$ cat src/rtl/flex_down_timer.sv
// flex_down_timer: loadable down-counting timer with a start/done/ack handshake.
//
// A start in IDLE (or DONE) latches load_val into the period register and begins
// a wait of load_val enabled ticks. When the count reaches zero the timer pulses
// expire_flag for one cycle and raises done. done is held until ack, start or
// abort. A zero load_val goes straight to DONE with an expiry pulse.
//
// Optional build macro: FLEX_DOWN_TIMER_RELOAD_EN
//   When defined, each expiry in RUN reloads the counter from the period
//   register and the timer stays in RUN, giving a periodic expire_flag.
//   When undefined, the timer is single-shot.
//
// Ports:
//   clk          system clock, rising edge
//   rst          synchronous active-high reset
//   start        load load_val and begin counting (ignored in RUN)
//   load_val     period value, sampled only on an accepted start
//   count_enable decrement qualifier while in RUN
//   abort        cancel and return to IDLE (RUN/DONE)
//   ack          acknowledge done, DONE -> IDLE
//   count_out    remaining count
//   busy         high in RUN
//   done         high in DONE
//   expire_flag  one-cycle pulse per expiry

module flex_down_timer #(
  parameter int unsigned NUM_CNT_BITS = 4
) (
  input  logic                    clk,
  input  logic                    rst,
  input  logic                    start,
  input  logic [NUM_CNT_BITS-1:0] load_val,
  input  logic                    count_enable,
  input  logic                    abort,
  input  logic                    ack,
  output logic [NUM_CNT_BITS-1:0] count_out,
  output logic                    busy,
  output logic                    done,
  output logic                    expire_flag
);

  typedef enum logic [1:0] {
    StIdle = 2'b00,
    StRun  = 2'b01,
    StDone = 2'b10
  } state_e;

  localparam logic [NUM_CNT_BITS-1:0] CntZero = '0;
  localparam logic [NUM_CNT_BITS-1:0] CntOne  = NUM_CNT_BITS'(1);

  state_e                  state_q, state_d;
  logic [NUM_CNT_BITS-1:0] count_q, count_d;
  logic [NUM_CNT_BITS-1:0] period_q, period_d;
  logic                    expire_q, expire_d;

  always_comb begin
    state_d  = state_q;
    count_d  = count_q;
    period_d = period_q;
    expire_d = 1'b0;

    unique case (state_q)
      StIdle: begin
        if (start) begin
          period_d = load_val;
          if (load_val != CntZero) begin
            count_d = load_val;
            state_d = StRun;
          end else begin
            // Zero-length wait: expire immediately.
            count_d  = CntZero;
            state_d  = StDone;
            expire_d = 1'b1;
          end
        end
      end

      StRun: begin
        if (abort) begin
          count_d = CntZero;
          state_d = StIdle;
        end else if (count_enable) begin
          if (count_q > CntOne) begin
            count_d = count_q - CntOne;
          end else begin
            // count_q is 1 here; 0 cannot occur in RUN but is treated as expiry too.
            expire_d = 1'b1;
`ifdef FLEX_DOWN_TIMER_RELOAD_EN
            count_d = period_q;
`else
            count_d = CntZero;
            state_d = StDone;
`endif
          end
        end
      end

      StDone: begin
        if (abort) begin
          count_d = CntZero;
          state_d = StIdle;
        end else if (start) begin
          // Back-to-back wait: reload exactly as from IDLE.
          period_d = load_val;
          if (load_val != CntZero) begin
            count_d = load_val;
            state_d = StRun;
          end else begin
            count_d  = CntZero;
            state_d  = StDone;
            expire_d = 1'b1;
          end
        end else if (ack) begin
          count_d = CntZero;
          state_d = StIdle;
        end
      end

      default: begin
        count_d = CntZero;
        state_d = StIdle;
      end
    endcase
  end

  always_ff @(posedge clk) begin
    if (rst) begin
      state_q  <= StIdle;
      count_q  <= CntZero;
      period_q <= CntZero;
      expire_q <= 1'b0;
    end else begin
      state_q  <= state_d;
      count_q  <= count_d;
      period_q <= period_d;
      expire_q <= expire_d;
    end
  end

  assign count_out   = count_q;
  assign busy        = (state_q == StRun);
  assign done        = (state_q == StDone);
  assign expire_flag = expire_q;

endmodule

$ cat config.mk
export PLATFORM = sky130hd
export DESIGN_NAME = flex_down_timer
export DESIGN_NICKNAME = d
export VERILOG_FILES = /design/src/rtl/flex_down_timer.sv
export SDC_FILE = /design/constraint.sdc
export NUM_CORES = 1
export LEC_CHECK = 0
export ABC_CLOCK_PERIOD_IN_PS = 1800
export CORE_AREA = 3 3 40 42
export CTS_BUF_LIST = sky130_fd_sc_hd__clkbuf_8
export DETAILED_ROUTE_END_ITERATION = 6
export DIE_AREA = 0 0 43 45
export MAX_ROUTING_LAYER = met4
export PLACE_DENSITY = 0.71
export RECOVER_POWER = 50
export SYNTH_ARGS = -nofsm -noshare
export SYNTH_HDL_FRONTEND = slang
export SYNTH_SLANG_ARGS = --single-unit
$ cat constraint.sdc
create_clock -name clk -period 1.8 [get_ports clk]
set_input_delay 0.27 -clock clk [delete_from_list [all_inputs] [get_ports clk]]
set_output_delay 0.27 -clock clk [all_outputs]
set_load 0.03 [all_outputs]
io_fan.png
(8 px per um)
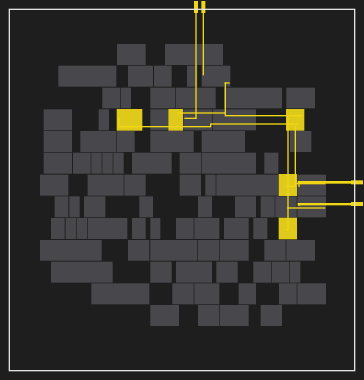
- yellow: load_val (direction input; end cells 5; buffers 4; wire 112 um)
input/output buffers: 16
I/O Pins: 17

flops_by_reg.png
(6 px per um) Other sequential cells in the stronger gray, the rest of the logic in the fainter gray.
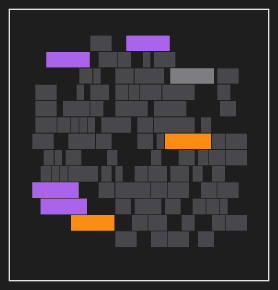
- purple: count_out (flops 4)
- orange: state_q (flops 2)
Core Util, Final: 62.90%
Seq/total area: 17.80%
FF/Latch Area: 143.9 um2
sequential power: 0.000212 W

==> GITHUB_STEP_SUMMARY <==
### Yosys + OpenROAD results

| Metric | Value |
|---|---|
| Outcome | finished, final reports clean |
| All-Layer GR Usage | between 15 and 20% |
| Vias in the first global route | roughly 520 |
| Slew HR | about three quarters |
| Top cells excl fill/tap | 10 x clkdlybuf4s50_1, 10 x buf_4, 7 x a21oi_1 |
| Leakage | roughly 0.33 nW |
| H-tree Lvls | 1 |
| CTS buffer count | 3 |
| Place WS | -0.08599 ns |
| Final min period | 1.673 ns |
| Number of distinct library cells after synthesis | 31 |
| Setup CP Type | input pin to register |
| Tool warning count | 27 |
| FMAX | 0.5976 GHz |
| Die area | between 1500 and 2000 um2 |
| Routed vias | ~560 |
| Internal power | between 0.0004 and 0.0005 W |
| Final WS setup | approximately 0.13 ns |
| Total core area | about 1300 um2 |
| Post-Syn Nets | between 70 and 80 |
| Slew Viols, Final | 0 |
| Seq pwr share | a little over a quarter |
| CTS max path bufs | 2 |
| Vias per cell | roughly 5.4 |
| DPL Wire Length | approximately 1100 um |
| Area of placed instances | 763.2 um2 |
| Clock share of power | about 28% |
| Latency at later pin | 0.23 ns |
| Initial drt markers | 4 |
| YS warnings | 0 |
| Final Cell Area | roughly 810 um2 |
| Finish-stage setup viols | 0 |
| Die x size | approximately 43 um |
| Clk slew on worst S/H paths | approximately 0.040 ns |
| Tot Pwr | around 0.00079 W |
| Nets | slightly above 100 |
| Antenna violations before repair | 0 |
| Yosys stat cell total | 61 |
| WL final | 1341 um |
| Synth flops | 7 |
| Worst path max stage delay | ~0.52 ns |
| Worst-path maximum fanout | 8 |
| Area Growth Syn to Fin | 52.36% |
| Fin Clk Skew | 0.005227 ns |
| Peak VDD IR | 0.5858 mV |
| R2R Setup Slk | roughly 0.13 ns |
| Combinational Power Share | between 40 and 50% |
| PwrDens | 983.3 nW/um2 |
| First-pass GRT wire length | 2201 um |
| Routed Antenna Nets | 0 |
| FF-to-FF path depth | 6 |
| # rows | 13 |
| Syn Area/Cell | 8.697 um2 |
| GP Congestion | about 0.93 |
| Routed length per instance | 13.02 um |
per-stage QoR:
stage	hold WS [ns]	util [%]
finish	0.4670	62.90
global route	0.4956	62.90
CTS	0.4699	63.00
detailed placement	0.4629	59.40
global placement	0.4618	59.40
floorplan	0.3317	-
flip-flops by register name (all words and copies together) (netlist names):
name,count
state_q,2
count_out,4
expire_flag,1
worst max-delay path: cells and delay by family:
| kind | cells | cell delay, ns |
|---|---|---|
| compound gates | 2 | 0.57 |
| simple gates | 1 | 0.52 |
| buf+inv | 1 | 0.42 |
final timing paths:
| path | startpoint | endpoint |
|---|---|---|
| worst min register to register | count_out[1]$_SDFFE_PP0P_ | count_out[1]$_SDFFE_PP0P_ |
| worst max-delay path | abort | state_q[1]$_SDFFE_PP0P_ |
| worst min-delay path | count_out[1]$_SDFFE_PP0P_ | count_out[1]$_SDFFE_PP0P_ |
| worst max register to register | count_out[0]$_SDFFE_PP0P_ | count_out[3]$_SDFFE_PP0P_ |
what timing repair did:
action / 4_1_cts / 5_1_grt
setup endpoints to repair: 1 / 2
gates resized: 1 / 2
setup buffers: 0 / 0
hold buffers: 0 / 0
layout make-up:
cell class / instances / area, um2
well taps: 15 / 18.77
multi-input cells: 46 / 352.8
repair buffers: 26 / 229.0
fillers: 115 / 476.7
flip-flops and latches: 7 / 143.9
inverters: 5 / 18.77
clock buffers: 3 / 41.29
clock inverters: 1 / 3.754
power by group through the flow:
stage / registers (W) / clock network [W] / logic, W
global route: 0.000216 / 0.000229 / 0.000392
finish: 0.000212 / 0.000219 / 0.000364
floorplan: 0.000228 / 0 / 0.000215
global placement: 0.000212 / 0 / 0.000361
detailed placement: 0.000214 / 0 / 0.000364
CTS: 0.000212 / 0.000220 / 0.000367
routing by layer:
metal / up-vias / GRT usage [%] / part of all wire [%]
li1: 286 / - / -
met1: 254 / 19.52 / 49
met2: 14 / 23.95 / 45
met3: 4 / 4.781 / 5.1
met4: 0 / 5.422 / 1.3
met5: - / - / 0
logic make-up after synthesis:
family                     Yosys count  synth area share (%)
buffers and inverters                8                 8.019
DFF                                  7                 26.41
AOI/OAI and AO/OA                   28                 43.87
and+or+nand+nor                     16                 16.98
adders and majority gates            2                 4.716
synthesized netlist by cell type (all sizes together):
| cell type | n | area (um2) |
|---|---|---|
| or2 | 2 | 12.52 |
| buf | 3 | 23.77 |
| o21ai | 2 | 10.00 |
| inv | 5 | 18.77 |
| a211oi | 3 | 22.52 |
| nand2 | 2 | 7.510 |
| nor2b | 2 | 12.51 |
| o21a | 1 | 7.510 |
| a2111oi | 3 | 40.04 |
| ha | 2 | 25.02 |
| a2bb2oi | 1 | 8.760 |
| a21boi | 1 | 18.77 |
| dfxtp | 7 | 140.1 |
| o22a | 1 | 8.760 |
| or3 | 1 | 6.260 |
| a32oi | 1 | 8.760 |
| or3b | 1 | 8.760 |
| nor4 | 1 | 6.260 |
| a21oi | 8 | 51.30 |
| nor2 | 3 | 11.26 |
| a31oi | 3 | 18.77 |
| o21bai | 1 | 7.510 |
| nand2b | 4 | 25.02 |
| o22ai | 1 | 12.51 |
| o32ai | 2 | 17.52 |
Power and IR drop assume default switching activity.
